==> run_1/layer_met2.png <==
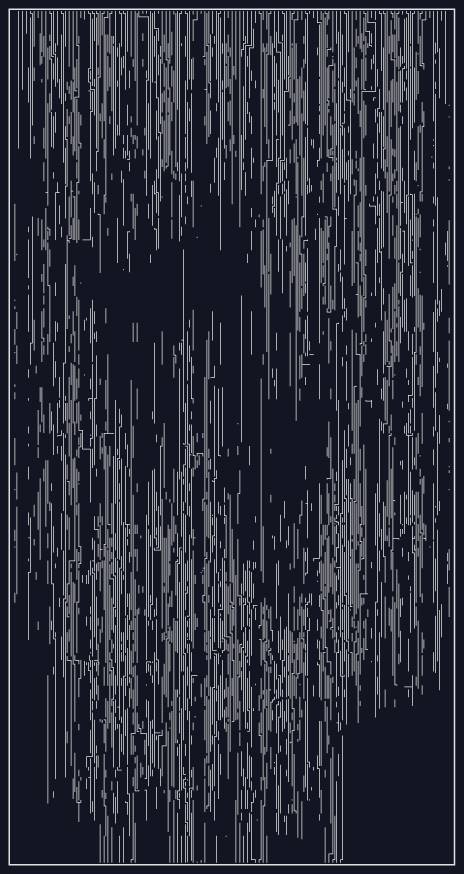
==> run_1/wires.png <==
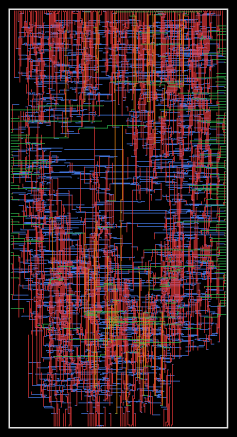
==> run_1/logic_types.png <==
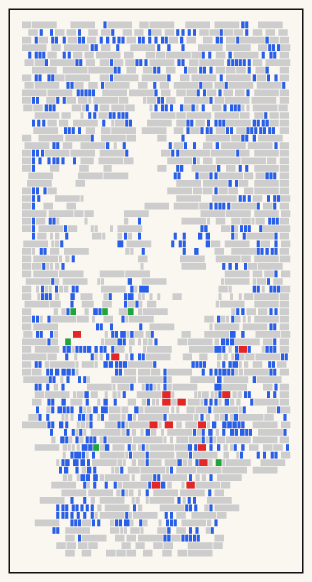
===== src/rtl/copy_block_engine_pkg.sv =====
// Shared definitions for copy_block_engine: default geometry, command field layout, FSM states.
// Command word is {VPMASK, BLKLEN, TAG, DSTOFF, SRCOFF} with SRCOFF at the LSBs.
// Pure definitions; no timing or flow-control behaviour of its own.
package copy_block_engine_pkg;

  localparam int COPYBLOCK_VP_COUNT = 4;
  localparam int COPYBLOCK_ADDR_W   = 16;
  localparam int COPYBLOCK_LEN_W    = 8;
  localparam int COPYBLOCK_DATA_W   = 96;

  // Field positions depend only on the address and length widths.
  function automatic int copyBlockDstLsb(input int addrW);
    return addrW;
  endfunction

  function automatic int copyBlockTagBit(input int addrW);
    return 2 * addrW;
  endfunction

  function automatic int copyBlockLenLsb(input int addrW);
    return 2 * addrW + 1;
  endfunction

  function automatic int copyBlockMaskLsb(input int addrW, input int lenW);
    return 2 * addrW + 1 + lenW;
  endfunction

  typedef enum logic [2:0] {
    CB_IDLE    = 3'd0,
    CB_READ    = 3'd1,
    CB_CAPTURE = 3'd2,
    CB_WRITE   = 3'd3,
    CB_STREAM  = 3'd4,
    CB_DONE    = 3'd5
  } cbState_t;

endpackage


===== src/rtl/copy_block_engine.sv =====
// Copies BLKLEN source words to every VP memory selected by VPMASK, then pulses oDone with the TAG.
// Latency 3 cycles/word; with COPYBLOCK_PIPELINE_EN defined, reads overlap writes for 1 word/cycle.
// iDstReady low holds the pending write stable; commands are taken only in IDLE, never queued.
module copy_block_engine
  import copy_block_engine_pkg::*;
#(
  parameter int VP_COUNT = COPYBLOCK_VP_COUNT,
  parameter int ADDR_W   = COPYBLOCK_ADDR_W,
  parameter int LEN_W    = COPYBLOCK_LEN_W,
  parameter int DATA_W   = COPYBLOCK_DATA_W
) (
  input  logic                               Clock,
  input  logic                               Reset,
  input  logic [VP_COUNT+LEN_W+2*ADDR_W:0]   iCmd,
  input  logic                               iCmdValid,
  output logic                               oCmdReady,
  output logic [ADDR_W-1:0]                  oSrcAddr,
  output logic                               oSrcReadEn,
  input  logic [DATA_W-1:0]                  iSrcData,
  output logic [ADDR_W-1:0]                  oDstAddr,
  output logic [DATA_W-1:0]                  oDstData,
  output logic [VP_COUNT-1:0]                oDstWriteEn,
  input  logic                               iDstReady,
  output logic                               oDone,
  output logic                               oDoneTag
);

  localparam int DST_LSB  = copyBlockDstLsb(ADDR_W);
  localparam int TAG_BIT  = copyBlockTagBit(ADDR_W);
  localparam int LEN_LSB  = copyBlockLenLsb(ADDR_W);
  localparam int MASK_LSB = copyBlockMaskLsb(ADDR_W, LEN_W);
  localparam logic [LEN_W-1:0] LEN_ONE = LEN_W'(1);

  cbState_t              state;
  logic [ADDR_W-1:0]     srcOff, dstOff;
  logic [LEN_W-1:0]      blkLen, cnt, cntNext;
  logic [VP_COUNT-1:0]   vpMask;
  logic                  cmdTagReg;

  logic [ADDR_W-1:0]     cmdSrc, cmdDst;
  logic [LEN_W-1:0]      cmdLen;
  logic [VP_COUNT-1:0]   cmdMask;
  logic                  cmdTag, cmdAccept, cmdEmpty;

  assign cmdSrc    = iCmd[ADDR_W-1:0];
  assign cmdDst    = iCmd[DST_LSB +: ADDR_W];
  assign cmdTag    = iCmd[TAG_BIT];
  assign cmdLen    = iCmd[LEN_LSB +: LEN_W];
  assign cmdMask   = iCmd[MASK_LSB +: VP_COUNT];
  assign cmdAccept = iCmdValid && oCmdReady && (state == CB_IDLE);
  assign cmdEmpty  = (cmdLen == '0) || (cmdMask == '0);
  assign cntNext   = cnt + LEN_ONE;

`ifdef COPYBLOCK_PIPELINE_EN

  // Three word slots (write stage plus two-deep skid) absorb reads already in flight at a stall.
  logic [LEN_W-1:0]  rdCnt, ldCnt;
  logic              rdPend;
  logic [DATA_W-1:0] skid0, skid1, skid0Nxt, skid1Nxt, ldDat;
  logic [1:0]        skidCnt, skidCntNxt;
  logic              wrVld, wrAcc, wrFree, issue, ldW;
  logic [2:0]        inFlight;

  always_comb begin
    wrVld      = |oDstWriteEn;
    wrAcc      = wrVld && iDstReady;
    wrFree     = !wrVld || iDstReady;
    inFlight   = 3'(wrVld) + 3'(skidCnt) + 3'(rdPend) + 3'(oSrcReadEn) - 3'(wrAcc);
    issue      = (state == CB_STREAM) && (rdCnt < blkLen) && wrFree && (inFlight <= 3'd2);
    skid0Nxt   = skid0;
    skid1Nxt   = skid1;
    skidCntNxt = skidCnt;
    ldW        = 1'b0;
    ldDat      = skid0;
    if (wrFree && skidCnt != 2'd0) begin
      ldW      = 1'b1;
      skid0Nxt = skid1;
      if (rdPend) begin
        if (skidCnt == 2'd1) skid0Nxt = iSrcData;
        else                 skid1Nxt = iSrcData;
      end else begin
        skidCntNxt = skidCnt - 2'd1;
      end
    end else if (wrFree && rdPend) begin
      ldW   = 1'b1;
      ldDat = iSrcData;
    end else if (rdPend) begin
      if (skidCnt == 2'd0) skid0Nxt = iSrcData;
      else                 skid1Nxt = iSrcData;
      skidCntNxt = skidCnt + 2'd1;
    end
  end

  always_ff @(posedge Clock or posedge Reset) begin
    if (Reset) begin
      state       <= CB_IDLE;
      oCmdReady   <= 1'b0;
      oSrcAddr    <= '0;
      oSrcReadEn  <= 1'b0;
      oDstAddr    <= '0;
      oDstData    <= '0;
      oDstWriteEn <= '0;
      oDone       <= 1'b0;
      oDoneTag    <= 1'b0;
      srcOff      <= '0;
      dstOff      <= '0;
      blkLen      <= '0;
      vpMask      <= '0;
      cmdTagReg   <= 1'b0;
      cnt         <= '0;
      rdCnt       <= '0;
      ldCnt       <= '0;
      rdPend      <= 1'b0;
      skid0       <= '0;
      skid1       <= '0;
      skidCnt     <= '0;
    end else begin
      oDone   <= 1'b0;
      rdPend  <= oSrcReadEn;
      skid0   <= skid0Nxt;
      skid1   <= skid1Nxt;
      skidCnt <= skidCntNxt;
      case (state)
        CB_IDLE: begin
          oCmdReady <= 1'b1;
          if (cmdAccept) begin
            oCmdReady <= 1'b0;
            srcOff    <= cmdSrc;
            dstOff    <= cmdDst;
            blkLen    <= cmdLen;
            vpMask    <= cmdMask;
            cmdTagReg <= cmdTag;
            cnt       <= '0;
            ldCnt     <= '0;
            if (cmdEmpty) begin
              state    <= CB_DONE;
              oDone    <= 1'b1;
              oDoneTag <= cmdTag;
            end else begin
              state      <= CB_STREAM;
              oSrcReadEn <= 1'b1;
              oSrcAddr   <= cmdSrc;
              rdCnt      <= LEN_ONE;
            end
          end
        end
        CB_STREAM: begin
          oSrcReadEn <= issue;
          if (issue) begin
            oSrcAddr <= srcOff + ADDR_W'(rdCnt);
            rdCnt    <= rdCnt + LEN_ONE;
          end
          if (ldW) begin
            oDstData    <= ldDat;
            oDstAddr    <= dstOff + ADDR_W'(ldCnt);
            oDstWriteEn <= vpMask;
            ldCnt       <= ldCnt + LEN_ONE;
          end else if (wrAcc) begin
            oDstWriteEn <= '0;
          end
          if (wrAcc) begin
            cnt <= cntNext;
            if (cntNext == blkLen) begin
              state    <= CB_DONE;
              oDone    <= 1'b1;
              oDoneTag <= cmdTagReg;
            end
          end
        end
        CB_DONE: begin
          state     <= CB_IDLE;
          oCmdReady <= 1'b1;
        end
        default: state <= CB_IDLE;
      endcase
    end
  end

`else

  always_ff @(posedge Clock or posedge Reset) begin
    if (Reset) begin
      state       <= CB_IDLE;
      oCmdReady   <= 1'b0;
      oSrcAddr    <= '0;
      oSrcReadEn  <= 1'b0;
      oDstAddr    <= '0;
      oDstData    <= '0;
      oDstWriteEn <= '0;
      oDone       <= 1'b0;
      oDoneTag    <= 1'b0;
      srcOff      <= '0;
      dstOff      <= '0;
      blkLen      <= '0;
      vpMask      <= '0;
      cmdTagReg   <= 1'b0;
      cnt         <= '0;
    end else begin
      oDone <= 1'b0;
      case (state)
        CB_IDLE: begin
          oCmdReady <= 1'b1;
          if (cmdAccept) begin
            oCmdReady <= 1'b0;
            srcOff    <= cmdSrc;
            dstOff    <= cmdDst;
            blkLen    <= cmdLen;
            vpMask    <= cmdMask;
            cmdTagReg <= cmdTag;
            cnt       <= '0;
            if (cmdEmpty) begin
              state    <= CB_DONE;
              oDone    <= 1'b1;
              oDoneTag <= cmdTag;
            end else begin
              state      <= CB_READ;
              oSrcReadEn <= 1'b1;
              oSrcAddr   <= cmdSrc;
            end
          end
        end
        CB_READ: begin
          oSrcReadEn <= 1'b0;
          state      <= CB_CAPTURE;
        end
        // Source data is valid exactly one cycle after the read strobe.
        CB_CAPTURE: begin
          oDstData    <= iSrcData;
          oDstAddr    <= dstOff + ADDR_W'(cnt);
          oDstWriteEn <= vpMask;
          state       <= CB_WRITE;
        end
        CB_WRITE: begin
          if (iDstReady) begin
            oDstWriteEn <= '0;
            cnt         <= cntNext;
            if (cntNext < blkLen) begin
              state      <= CB_READ;
              oSrcReadEn <= 1'b1;
              oSrcAddr   <= srcOff + ADDR_W'(cntNext);
            end else begin
              state    <= CB_DONE;
              oDone    <= 1'b1;
              oDoneTag <= cmdTagReg;
            end
          end
        end
        CB_DONE: begin
          state     <= CB_IDLE;
          oCmdReady <= 1'b1;
        end
        default: state <= CB_IDLE;
      endcase
    end
  end

`endif

endmodule

===== config.mk =====
export PLATFORM = sky130hd
export DESIGN_NAME = copy_block_engine
export DESIGN_NICKNAME = d
export VERILOG_FILES = /design/src/rtl/copy_block_engine_pkg.sv /design/src/rtl/copy_block_engine.sv
export SDC_FILE = /design/constraint.sdc
export NUM_CORES = 1
export LEC_CHECK = 0
export ABC_AREA = 1
export CAP_MARGIN = 0
export CORE_ASPECT_RATIO = 2
export CORE_MARGIN = 4
export CORE_UTILIZATION = 47
export CTS_CLUSTER_DIAMETER = 200
export DETAILED_ROUTE_END_ITERATION = 8
export GPL_TIMING_DRIVEN = 0
export PLACE_DENSITY = 0.88
export SLEW_MARGIN = 20
export SYNTH_ARGS = -nofsm -noshare
export SYNTH_HDL_FRONTEND = slang
export SYNTH_SLANG_ARGS = --single-unit

===== constraint.sdc =====
create_clock -name Clock -period 8.2 [get_ports Clock]
set_clock_uncertainty 0.1 [all_clocks]
set_input_delay 2.46 -clock Clock [delete_from_list [all_inputs] [get_ports Clock]]
set_output_delay 2.46 -clock Clock [all_outputs]
set_load 0.05 [all_outputs]

==> flow_metrics.env, run 1 <==
# flow metrics
export IMPL_grt_pass1_vias=8661
export IMPL_clock_power_share_pct=14.9
export IMPL_syn_inst=1116
export IMPL_grt_pass1_wl_um=43800
export IMPL_report_final_slew_viol_count=0
export IMPL_syn2layout_area_growth_pct=42.7
export IMPL_place_area_sq_um=12100
export IMPL_area_leaders="dfrtp_1 (54%), nand2_1 (24%), ha_1 (3.5%)"
export IMPL_clock_sinks=192
export IMPL_power_density_nw_per_um2=457
export IMPL_hold_buffers=0
export IMPL_finalHoldViolations=0
export IMPL_core_area_sq_um=18700
export IMPL_initial_core_util_pct=47.5
export IMPL_fin_area_sq_um=12700
export IMPL_synth_top_area_share_pct=54.0
export IMPL_first_iter_violations=470
export IMPL_fillers=1479
export IMPL_io_pins=281
export IMPL_grt_max_degree=80
export IMPL_cp_data_required_time_ns=5.64
export IMPL_hpwl_um=21600
export IMPL_drt_first_pass_iters=7
export IMPL_synth_warnings=0
export IMPL_die_width_um=105
export IMPL_gp_congestion=0.901
export IMPL_root_buffer="clkbuf_16"
export IMPL_die_h_um=203
export IMPL_hp_class="reg -> reg"
export IMPL_fmax_ghz=0.236
export IMPL_critical_path_arrival_ns=1.68
export IMPL_drive_gt1_share_pct=3.78
export IMPL_ctsHtreeMaxLevel=4
export IMPL_syn_nets=1288
export IMPL_status="complete, no violations"
export IMPL_path_cells="clkdlybuf4s50_1"
export IMPL_syn_area_sq_um=8900
About layer_met2.png:
- nets with wire on the layer: 1322
- main direction: vertical
- wire length on this layer: 14800 um
routed wire length: 27800 um
GR Util met2: 47.6%
Via Count: 8464

About wires.png:
- orange: metal 4 (wire length 1330 um)
- green: metal 3 (wire length 1680 um)
- red: metal 2 (wire length 14800 um)
- blue: metal 1 (wire length 9950 um)
Global Route Usage Sum: 26.0%
DR WL/cell: 16.5 um

About logic_types.png:
- red: XOR/XNOR gates (cells 14; where bottom middle)
- blue: NAND gates (cells 623; where spread over the die)
- green: AND and OR gates (cells 6)

## run 1: cell type report
class                   instances  area (sq um)  area share [%]
flip-flops and latches        192          4800            37.8
multi-input cells             802          3620            28.5
repair buffers                282          2860            22.5
clock buffers                  20           457            3.60
inverters                      83           319            2.51
well taps                     255           319            2.51
plain buffers                  39           165            1.30
clock inverters                11           154            1.21
diodes                          2          5.00          0.0394
## run 1: per-layer routing
metal,routed length [um],up-vias,global-route usage (%)
met4,1330,0,13.7
met3,1680,80,5.57
met5,0,-,0
li1,-,4062,-
met1,9950,3993,27.5
met2,14800,329,47.6
## run 1: cell families after synthesis
logic type / after synthesis / synth area share [%]
buffers and inverters: 122 / 5.36
and+or+nand+nor: 675 / 30.1
muxes: 3 / 0.337
xor gates and xnor gates: 14 / 1.38
DFF: 192 / 54.0
AOI/OAI and AO/OA: 83 / 4.89
adders and majority gates: 27 / 3.97
## run 1: worst paths after layout
kind / from / end / slack [ns] / cells after the start
min: oDstData[89]$_DFFE_PP0P_ / oDstData[89]$_DFFE_PP0P_ / 0.37 / 2
max in group asynchronous: Reset / oDstData[31]$_DFFE_PP0P_ / 4.98 / 3
min reg2reg: oDstData[89]$_DFFE_PP0P_ / oDstData[89]$_DFFE_PP0P_ / 0.37 / 2
min in group asynchronous: Reset / oDstData[82]$_DFFE_PP0P_ / 2.34 / 2
max: oDstData[10]$_DFFE_PP0P_ / oDstData[10] / 3.96 / 1
max reg2reg: cnt[1]$_DFFE_PP0P_ / oSrcAddr[7]$_DFFE_PP0P_ / 5.10 / 17
## run 1: state kept, by name, summed over array words and instances (netlist names)
signal       count
oDstData        96
oDone            1
oCmdReady        1
oSrcReadEn       1
vpMask           4
cmdTagReg        1
oDstAddr        16
oDstWriteEn      4
srcOff          16
blkLen           8
dstOff          16
oSrcAddr        16
oDoneTag         1
cnt              8
state            3
## run 1: power groups by stage
stage	logic, mW	registers, mW	clock network [mW]
after floorplan	1.04	2.74	0
after global placement	3.20	1.65	0
after detailed placement	3.27	1.67	0
after CTS	3.29	1.66	0.880
after global routing	3.51	1.72	0.917
final	3.27	1.67	0.866
## run 1: cell usage after synthesis
master and count:
nand2_1 558, or2_2 4, nand3b_1 4, o21bai_1 1, nor3_2 2, inv_1 78, a21oi_1 15, o31ai_1 1
o21ai_0 57, dfrtp_1 192, o21a_1 1, nand3_2 1, a21oi_2 1, nand3_1 52, buf_4 2, o21ai_1 1
buf_2 3, nand2_2 2, and2_1 1, fa_1 2, or2_1 1, nor2_1 38, nor3_1 5, nand4_1 6
clkbuf_1 33, xor2_1 11, a31oi_1 2, clkinv_1 1, ha_1 25, buf_6 1, nor2_2 1, mux2i_1 3
xnor2_1 3, a21o_1 1, inv_2 4, o22ai_1 3
## run 1: stage by stage
step / std cells / hold slack (ns) / setup WS [ns] / setup TNS [ns] / utilization, %
floorplan: 1116 / 0.342 / 0.413 / 0 / -
global placement: 1651 / 0.353 / -1.97 / -376.77 / 64.1
detailed placement: 1653 / 0.357 / 3.94 / 0 / 64.5
CTS: 1684 / 0.374 / 3.94 / 0 / 67.7
global route: 1686 / 0.391 / 3.94 / 0 / 67.7
finish: 1686 / 0.369 / 3.96 / 0 / 67.7
==> run_1/congestion.png <==
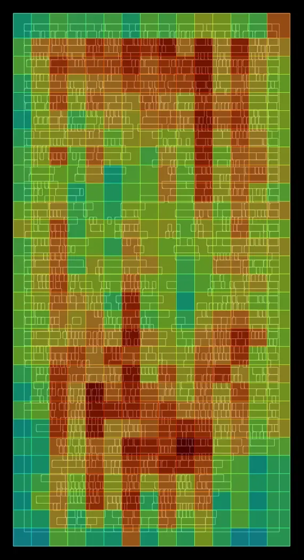

## Run 2: what changed since run 1
==> constraint.sdc (replaced) <==
create_clock -name Clock -period 4 [get_ports Clock]
set_clock_uncertainty 0.1 [all_clocks]
set_input_delay 1.2 -clock Clock [delete_from_list [all_inputs] [get_ports Clock]]
set_output_delay 1.2 -clock Clock [all_outputs]
set_load 0.05 [all_outputs]
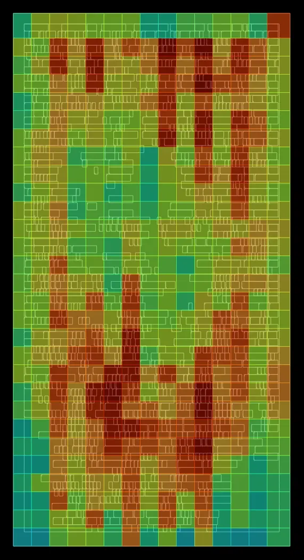
(run_2/congestion.png)
GR peak layer: met2
Global Route Usage Sum: 26.5%
Final Util: 67.9%

==> run 2 against run 1 <==
Total power is 100% higher. Clock-buffer cell count stayed put. Cell area is 0.22% higher. Critical path depth is 16 higher. Synthesized area stayed put. Setup slack worse by 3.0 ns. Critical path type is now reg -> reg. Sequential share of layout area is 0.082 points lower.
==> flow_metrics.env, run 2 <==
# flow metrics
export IMPL_async_flop_share_pct=100
export IMPL_status="complete, no violations"
export IMPL_synth_top_area_share_pct=54.0
export IMPL_hold_buffers=0
export IMPL_initial_core_util_pct=47.5
export IMPL_root_buffer="clkbuf_16"
export IMPL_grt_pass1_vias=8645
export IMPL_power_density_nw_per_um2=929
export IMPL_synth_warnings=0
export IMPL_area_leaders="dfrtp_1 (54%), nand2_1 (24%), ha_1 (3.5%)"
export IMPL_tns_ns=0
export IMPL_largest_reg_flops=96
export IMPL_grt_max_degree=36
export IMPL_core_area_sq_um=18700
export IMPL_cp_data_required_time_ns=4.27
export IMPL_report_final_slew_viol_count=0
export IMPL_drive_gt1_share_pct=4.04
export IMPL_ctsHtreeMaxLevel=4
export IMPL_top_cell="nand2_1"
export IMPL_path_cells="inv_1, nor3_1, nand3_1, nor2_1, nand2_1, xor2_1, inv_1, ha_1, a21oi_1, o21a_1, nand3_1, nand2_1, nand2_2, inv_2, buf_6, nand2_1, nand2_1"
export IMPL_io_pins=281
-- run 2: cell counts after synthesis --
No cell type changed its count.
-- run 2: per-layer routing --
metal / part of all wire, % / GRT usage, % / vias up / wire length, um
li1: - / - / 4071 / -
met1: 36 / 28.8 / 3895 / 10000
met2: 53 / 47.6 / 325 / 14800
met3: 6.0 / 5.63 / 85 / 1660
met4: 5.0 / 14.2 / 0 / 1390
met5: 0 / 0 / - / 0
-- run 2: worst max-delay path, delay by kind of cell (launching register included) --
family                   cells  cell delay (ns)
AND/OR/NAND/NOR              9             1.09
buffers and inverters        4             0.51
flip-flops                   1             0.42
AND-OR/OR-AND                2             0.35
adder cells (fa/ha/maj)      1             0.31
XOR/XNOR                     1             0.16
-- run 2: report_power, final --
part | switching, mW | leakage, nW | total, mW | internal [mW]
registers | 0.572 | 2.38 | 3.43 | 2.86
logic | 4.60 | 3.73 | 6.72 | 2.12
clock network | 0.786 | 0.276 | 1.68 | 0.893
total | 5.96 | 6.39 | 11.8 | 5.87
-- run 2: cell families (layout without fill, tap and decap cells) --
kind of cell               Yosys count  after routing  synth area share [%]
buffers and inverters              122            440                  5.36
xor gates and xnor gates            14             14                  1.38
and+or+nand+nor                    675            675                  30.1
other                                0              1                     0
adders and majority gates           27             27                  3.97
muxes                                3              3                 0.337
DFF                                192            192                  54.0
AOI/OAI and AO/OA                   83             83                  4.89
-- run 2: cell type report --
cell class,instances,area [sq um]
Clock buffer,20,447
Multi-Input combinational cell,802,3620
Clock inverter,12,125
Sequential cell,192,4800
Inverter,83,315
Timing Repair Buffer,286,2930
Antenna cell,1,2.50
Fill cell,1426,6020
Buffer,39,165
Tap cell,255,319
-- run 2: through the flow --
stage	setup WS (ns)	hold slack, ns	utilization [%]	area, sq um
after floorplan	0.224	0.342	-	8900
after global placement	-1.24	0.352	64.1	12000
after detailed placement	1.01	0.357	64.8	12200
after CTS	1.01	0.375	67.9	12700
after global routing	0.643	0.388	67.9	12700
final	1.00	0.372	67.9	12700
-- run 2: final timing paths --
path                                          start  cells past startpoint                       end  slack, ns
setup / recovery                 cnt[0]$_DFFE_PP0P_                     17  oSrcAddr[13]$_DFFE_PP0P_       1.00
hold / removal             oDstData[12]$_DFFE_PP0P_                      2  oDstData[12]$_DFFE_PP0P_       0.37
setup reg to reg                 cnt[0]$_DFFE_PP0P_                     17  oSrcAddr[13]$_DFFE_PP0P_       1.00
hold reg to reg            oDstData[12]$_DFFE_PP0P_                      2  oDstData[12]$_DFFE_PP0P_       0.37
max in group asynchronous                     Reset                      5     blkLen[1]$_DFFE_PP0P_       1.82
min in group asynchronous                     Reset                      2   oDstData[0]$_DFFE_PP0P_       1.03
No activity file was given, so power comes from the tool's default toggle rates.
